$ cat config.mk
export PLATFORM = sky130hd
export DESIGN_NAME = rename_dispatch_wide
export DESIGN_NICKNAME = d
export VERILOG_FILES = /design/src/rtl/rename_dispatch_wide_pkg.sv /design/src/rtl/rename_dispatch_wide_classify.sv /design/src/rtl/rename_dispatch_wide.sv
export SDC_FILE = /design/constraint.sdc
export NUM_CORES = 1
export LEC_CHECK = 0
export ABC_AREA = 1
export CAP_MARGIN = 20
export CORE_AREA = 2 2 190 192
export DETAILED_ROUTE_END_ITERATION = 6
export DIE_AREA = 0 0 192 194
export PLACE_DENSITY = 0.54
export SYNTH_ARGS = -nofsm -noshare
export SYNTH_HDL_FRONTEND = slang
export SYNTH_SLANG_ARGS = --single-unit
$ cat constraint.sdc
create_clock -name clk -period 9.14 [get_ports clk]
set_input_delay 1.371 -clock clk [delete_from_list [all_inputs] [get_ports clk]]
set_output_delay 1.371 -clock clk [all_outputs]
set_load 0.03 [all_outputs]
$ cat src/rtl/rename_dispatch_wide_pkg.sv
// Shared types for the wide rename/dispatch stage: opcode/funct constants,
// RS class encoding and the registered dispatch packet.
package rename_dispatch_wide_pkg;

  localparam int PREG_W = 6;
  localparam int ROB_W  = 5;
  localparam int MEMQ_W = 4;

  localparam logic [6:0] OPC_LOAD   = 7'b0000011;
  localparam logic [6:0] OPC_STORE  = 7'b0100011;
  localparam logic [6:0] OPC_BRANCH = 7'b1100011;
  localparam logic [6:0] OPC_JAL    = 7'b1101111;
  localparam logic [6:0] OPC_JALR   = 7'b1100111;
  localparam logic [6:0] OPC_OP     = 7'b0110011;

  localparam logic [6:0] F7_MULDIV = 7'b0000001;
  localparam logic [2:0] F3_MUL    = 3'b000;
  localparam logic [2:0] F3_MULH   = 3'b001;
  localparam logic [2:0] F3_MULHSU = 3'b010;
  localparam logic [2:0] F3_MULHU  = 3'b011;
  localparam logic [2:0] F3_DIV    = 3'b100;
  localparam logic [2:0] F3_DIVU   = 3'b101;
  localparam logic [2:0] F3_REM    = 3'b110;
  localparam logic [2:0] F3_REMU   = 3'b111;

  typedef enum logic [2:0] {
    RS_ALU = 3'd0,
    RS_MUL = 3'd1,
    RS_DIV = 3'd2,
    RS_BR  = 3'd3,
    RS_MEM = 3'd4
  } rs_class_e;

  typedef struct packed {
    logic [31:0]       inst;
    logic [4:0]        rd;
    logic [4:0]        rs1;
    logic [4:0]        rs2;
    logic [31:0]       pc;
    logic [PREG_W-1:0] ps1;
    logic              ps1_valid;
    logic [PREG_W-1:0] ps2;
    logic              ps2_valid;
    logic [PREG_W-1:0] pd;
    logic [ROB_W-1:0]  rob_idx;
    logic [MEMQ_W-1:0] mem_idx;
    rs_class_e         rs_sel;
  } dispatch_pkt_t;

endpackage

$ cat src/rtl/rename_dispatch_wide_classify.sv
// Per-slot decode: RS class and whether the instruction allocates a pd.
module dispatch_classify
  import rename_dispatch_wide_pkg::*;
(
  input  logic [31:0] inst,
  output rs_class_e   cls,
  output logic        needs_pd
);
  logic [6:0] opc;
  logic [2:0] f3;
  logic [6:0] f7;
  logic [4:0] rd;
  logic       unused_srcs;

  assign opc         = inst[6:0];
  assign rd          = inst[11:7];
  assign f3          = inst[14:12];
  assign f7          = inst[31:25];
  assign unused_srcs = ^inst[24:15];

  always_comb begin
    cls = RS_ALU;
    if (opc == OPC_OP && f7 == F7_MULDIV) begin
      if (f3 inside {F3_MUL, F3_MULH, F3_MULHSU, F3_MULHU}) cls = RS_MUL;
      else                                                  cls = RS_DIV;
    end else if (opc inside {OPC_JAL, OPC_JALR, OPC_BRANCH}) begin
      cls = RS_BR;
    end else if (opc inside {OPC_LOAD, OPC_STORE}) begin
      cls = RS_MEM;
    end
  end

  // Branches and stores carry immediate bits in the rd field.
  assign needs_pd = (rd != 5'd0) && (opc != OPC_BRANCH) && (opc != OPC_STORE);

endmodule

$ cat src/rtl/rename_dispatch_wide.sv
// Wide rename/dispatch: credit-checked partial-group acceptance, intra-group
// dependence forwarding, and a registered dispatch stage.
module rename_dispatch_wide
  import rename_dispatch_wide_pkg::*;
#(
  parameter int DISPATCH_WIDTH = 2,
  parameter int PHYS_REG_BITS  = PREG_W,  // must match the packet type
  parameter int ROB_IDX_BITS   = ROB_W,
  parameter int MEMQ_IDX_BITS  = MEMQ_W,
  parameter int RS_CNT_BITS    = 4,
  localparam int W  = DISPATCH_WIDTH,
  localparam int CW = $clog2(DISPATCH_WIDTH + 1)
) (
  input  logic                                clk,
  input  logic                                rst_n,
  input  logic                                flush,
  input  logic [W-1:0]                        iq_valid,
  input  logic [W-1:0][31:0]                  iq_inst,
  input  logic [W-1:0][31:0]                  iq_pc,
  output logic [CW-1:0]                       iq_deq_cnt,
  input  logic [PHYS_REG_BITS:0]              fl_count,
  input  logic [W-1:0][PHYS_REG_BITS-1:0]     fl_preg,
  output logic [CW-1:0]                       fl_deq_cnt,
  input  logic [ROB_IDX_BITS:0]               rob_free,
  input  logic [ROB_IDX_BITS-1:0]             rob_tail,
  input  logic [4:0][RS_CNT_BITS-1:0]         rs_free,
  input  logic [MEMQ_IDX_BITS-1:0]            memq_tail,
  output logic [W-1:0][4:0]                   rat_rs1,
  output logic [W-1:0][4:0]                   rat_rs2,
  input  logic [W-1:0][PHYS_REG_BITS-1:0]     rat_ps1,
  input  logic [W-1:0][PHYS_REG_BITS-1:0]     rat_ps2,
  input  logic [W-1:0]                        rat_ps1_valid,
  input  logic [W-1:0]                        rat_ps2_valid,
  output logic [W-1:0]                        rat_we,
  output logic [W-1:0][4:0]                   rat_rd,
  output logic [W-1:0][PHYS_REG_BITS-1:0]     rat_pd,
  output logic [W-1:0]                        disp_valid,
  output dispatch_pkt_t [W-1:0]               disp_pkt
);

  rs_class_e [W-1:0] cls;
  logic [W-1:0]      need_pd;

  for (genvar g = 0; g < W; g++) begin : g_cls
    dispatch_classify u_cls (.inst(iq_inst[g]), .cls(cls[g]), .needs_pd(need_pd[g]));
    assign rat_rs1[g] = iq_inst[g][19:15];
    assign rat_rs2[g] = iq_inst[g][24:20];
  end

  // Credits already handed to the output register but not yet visible downstream.
  logic [CW-1:0]      infl_rob;
  logic [4:0][CW-1:0] infl_cls;

  logic              go;
  logic [W-1:0]      acc;
  dispatch_pkt_t [W-1:0] pkt_d;
  int pd_used, mem_used, n_acc, rob_avail;
  int cls_used [5];
  int cls_avail [5];

  always_comb begin
    go        = rst_n && !flush;
    acc       = '0;
    pkt_d     = '0;
    pd_used   = 0;
    mem_used  = 0;
    n_acc     = 0;
    rob_avail = int'(rob_free) - int'(infl_rob);
    for (int k = 0; k < 5; k++) begin
      cls_used[k]  = 0;
      cls_avail[k] = int'(rs_free[k]) - int'(infl_cls[k]);
    end
    for (int i = 0; i < W; i++) begin
      // Once any slot fails, go stays low: no later slot can bypass it.
      go = go && iq_valid[i]
              && (pd_used + int'(need_pd[i]) <= int'(fl_count))
              && (i + 1 <= rob_avail)
              && (cls_used[int'(cls[i])] + 1 <= cls_avail[int'(cls[i])]);
      acc[i] = go;
      pkt_d[i].inst      = iq_inst[i];
      pkt_d[i].rd        = iq_inst[i][11:7];
      pkt_d[i].rs1       = iq_inst[i][19:15];
      pkt_d[i].rs2       = iq_inst[i][24:20];
      pkt_d[i].pc        = iq_pc[i];
      pkt_d[i].ps1       = rat_ps1[i];
      pkt_d[i].ps1_valid = rat_ps1_valid[i];
      pkt_d[i].ps2       = rat_ps2[i];
      pkt_d[i].ps2_valid = rat_ps2_valid[i];
      pkt_d[i].rob_idx   = rob_tail + ROB_IDX_BITS'(i);
      pkt_d[i].mem_idx   = memq_tail + MEMQ_IDX_BITS'(mem_used);
      pkt_d[i].rs_sel    = cls[i];
      for (int p = 0; p < i; p++) begin
        if (acc[p] && need_pd[p] && pkt_d[p].rd == pkt_d[i].rs1) begin
          pkt_d[i].ps1       = pkt_d[p].pd;
          pkt_d[i].ps1_valid = 1'b0;
        end
        if (acc[p] && need_pd[p] && pkt_d[p].rd == pkt_d[i].rs2) begin
          pkt_d[i].ps2       = pkt_d[p].pd;
          pkt_d[i].ps2_valid = 1'b0;
        end
      end
      if (go) begin
        if (need_pd[i]) begin
          pkt_d[i].pd = fl_preg[pd_used];
          pd_used     = pd_used + 1;
        end
        if (cls[i] == RS_MEM) mem_used = mem_used + 1;
        cls_used[int'(cls[i])] = cls_used[int'(cls[i])] + 1;
        n_acc = n_acc + 1;
      end
    end
  end

  // Only the youngest writer of a given rd updates the RAT.
  always_comb begin
    for (int i = 0; i < W; i++) begin
      rat_we[i] = acc[i] && need_pd[i];
      rat_rd[i] = pkt_d[i].rd;
      rat_pd[i] = pkt_d[i].pd;
      for (int q = i + 1; q < W; q++)
        if (acc[q] && need_pd[q] && pkt_d[q].rd == pkt_d[i].rd) rat_we[i] = 1'b0;
    end
  end

  assign iq_deq_cnt = CW'(n_acc);
  assign fl_deq_cnt = CW'(pd_used);

  // Flush already forces acc and every count to zero through go.
  always_ff @(posedge clk or negedge rst_n) begin
    if (!rst_n) begin
      disp_valid <= '0;
      disp_pkt   <= '0;
      infl_rob   <= '0;
      infl_cls   <= '0;
    end else begin
      disp_valid <= acc;
      disp_pkt   <= pkt_d;
      infl_rob   <= CW'(n_acc);
      for (int k = 0; k < 5; k++) infl_cls[k] <= CW'(cls_used[k]);
    end
  end

endmodule
==> images/clocks.png <==
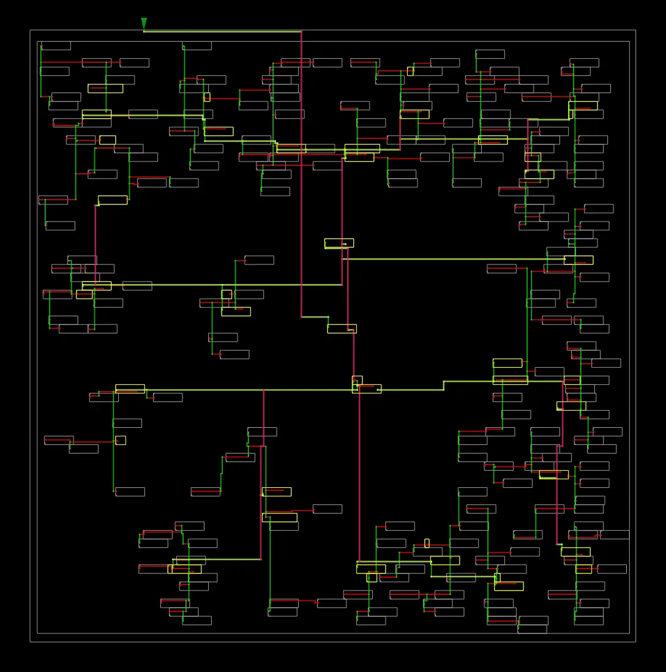
layout clock buffer count: 33
Num CTS Buffers: 25
Layout Skew: 0.01278 ns
CTS sink count: 206
clock network power: 1.05 mW

==> run summary <==
Area fraction in mux cells - 0%
Max power group - clock
Clk Tree Root Cell - clkbuf_16
Worst setup path end - rat_pd[7]
Combinational share of cell area - 15.33%
R2R cell count - 23
Number of enable flip-flop cells - 0
Critical path startpoint - iq_inst[9]
Vias in the first global route - 6903
Yosys simple share - 13.89%
Ys async rst share - 100.0%
DR WL met3 - 2869 µm
Post-synthesis cell count - 705
Drt wl/cell - 19.98 µm
Layout cells sized above 1 - 8.826%
Non-clock buffer share - 35.22%
Leak pwr - 6.091 nW
Routed via count - 6552
Largest net degree at the start of global routing - 59
Slowest cell on crit path - clkdlybuf4s50_1
Outcome - completed
Max clock buf depth - 3
Worst-margin pin slew - 0.7718 ns
Tap Cells - 461
Total wire length - 32530 µm
Initial antenna violation count - 0
Fmax - 123.5 MHz
Main flop type - dfrtp_1
Routability cong. - 0.8400
Reg clk slew, reported paths - 0.06 ns
AO/OA Area Share - 4.614%
YS chip area - 0.008163 mm²
Slowest stage delay, CP - 0.71 ns
Yosys cell count - 705
Late-Pin Clk Latency - 0.53 ns
Crit path DRT - 7.77 ns
==> images/placement_by_type.png <==
(2 px per µm)
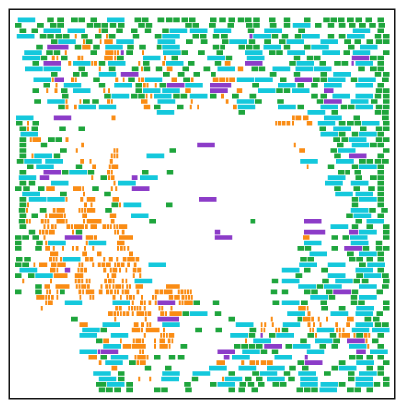
Purple shows clock drivers and dummy loads, cells 44, share of their area 6.5%. Green shows remaining buffers and delay cells, cells 493, share of their area 37%. Orange shows combinational and other logic, cells 424, share of their area 18%. Cyan shows sequential cells, cells 206, share of their area 38%.

No activity file was given, so power comes from the tool's default toggle rates.
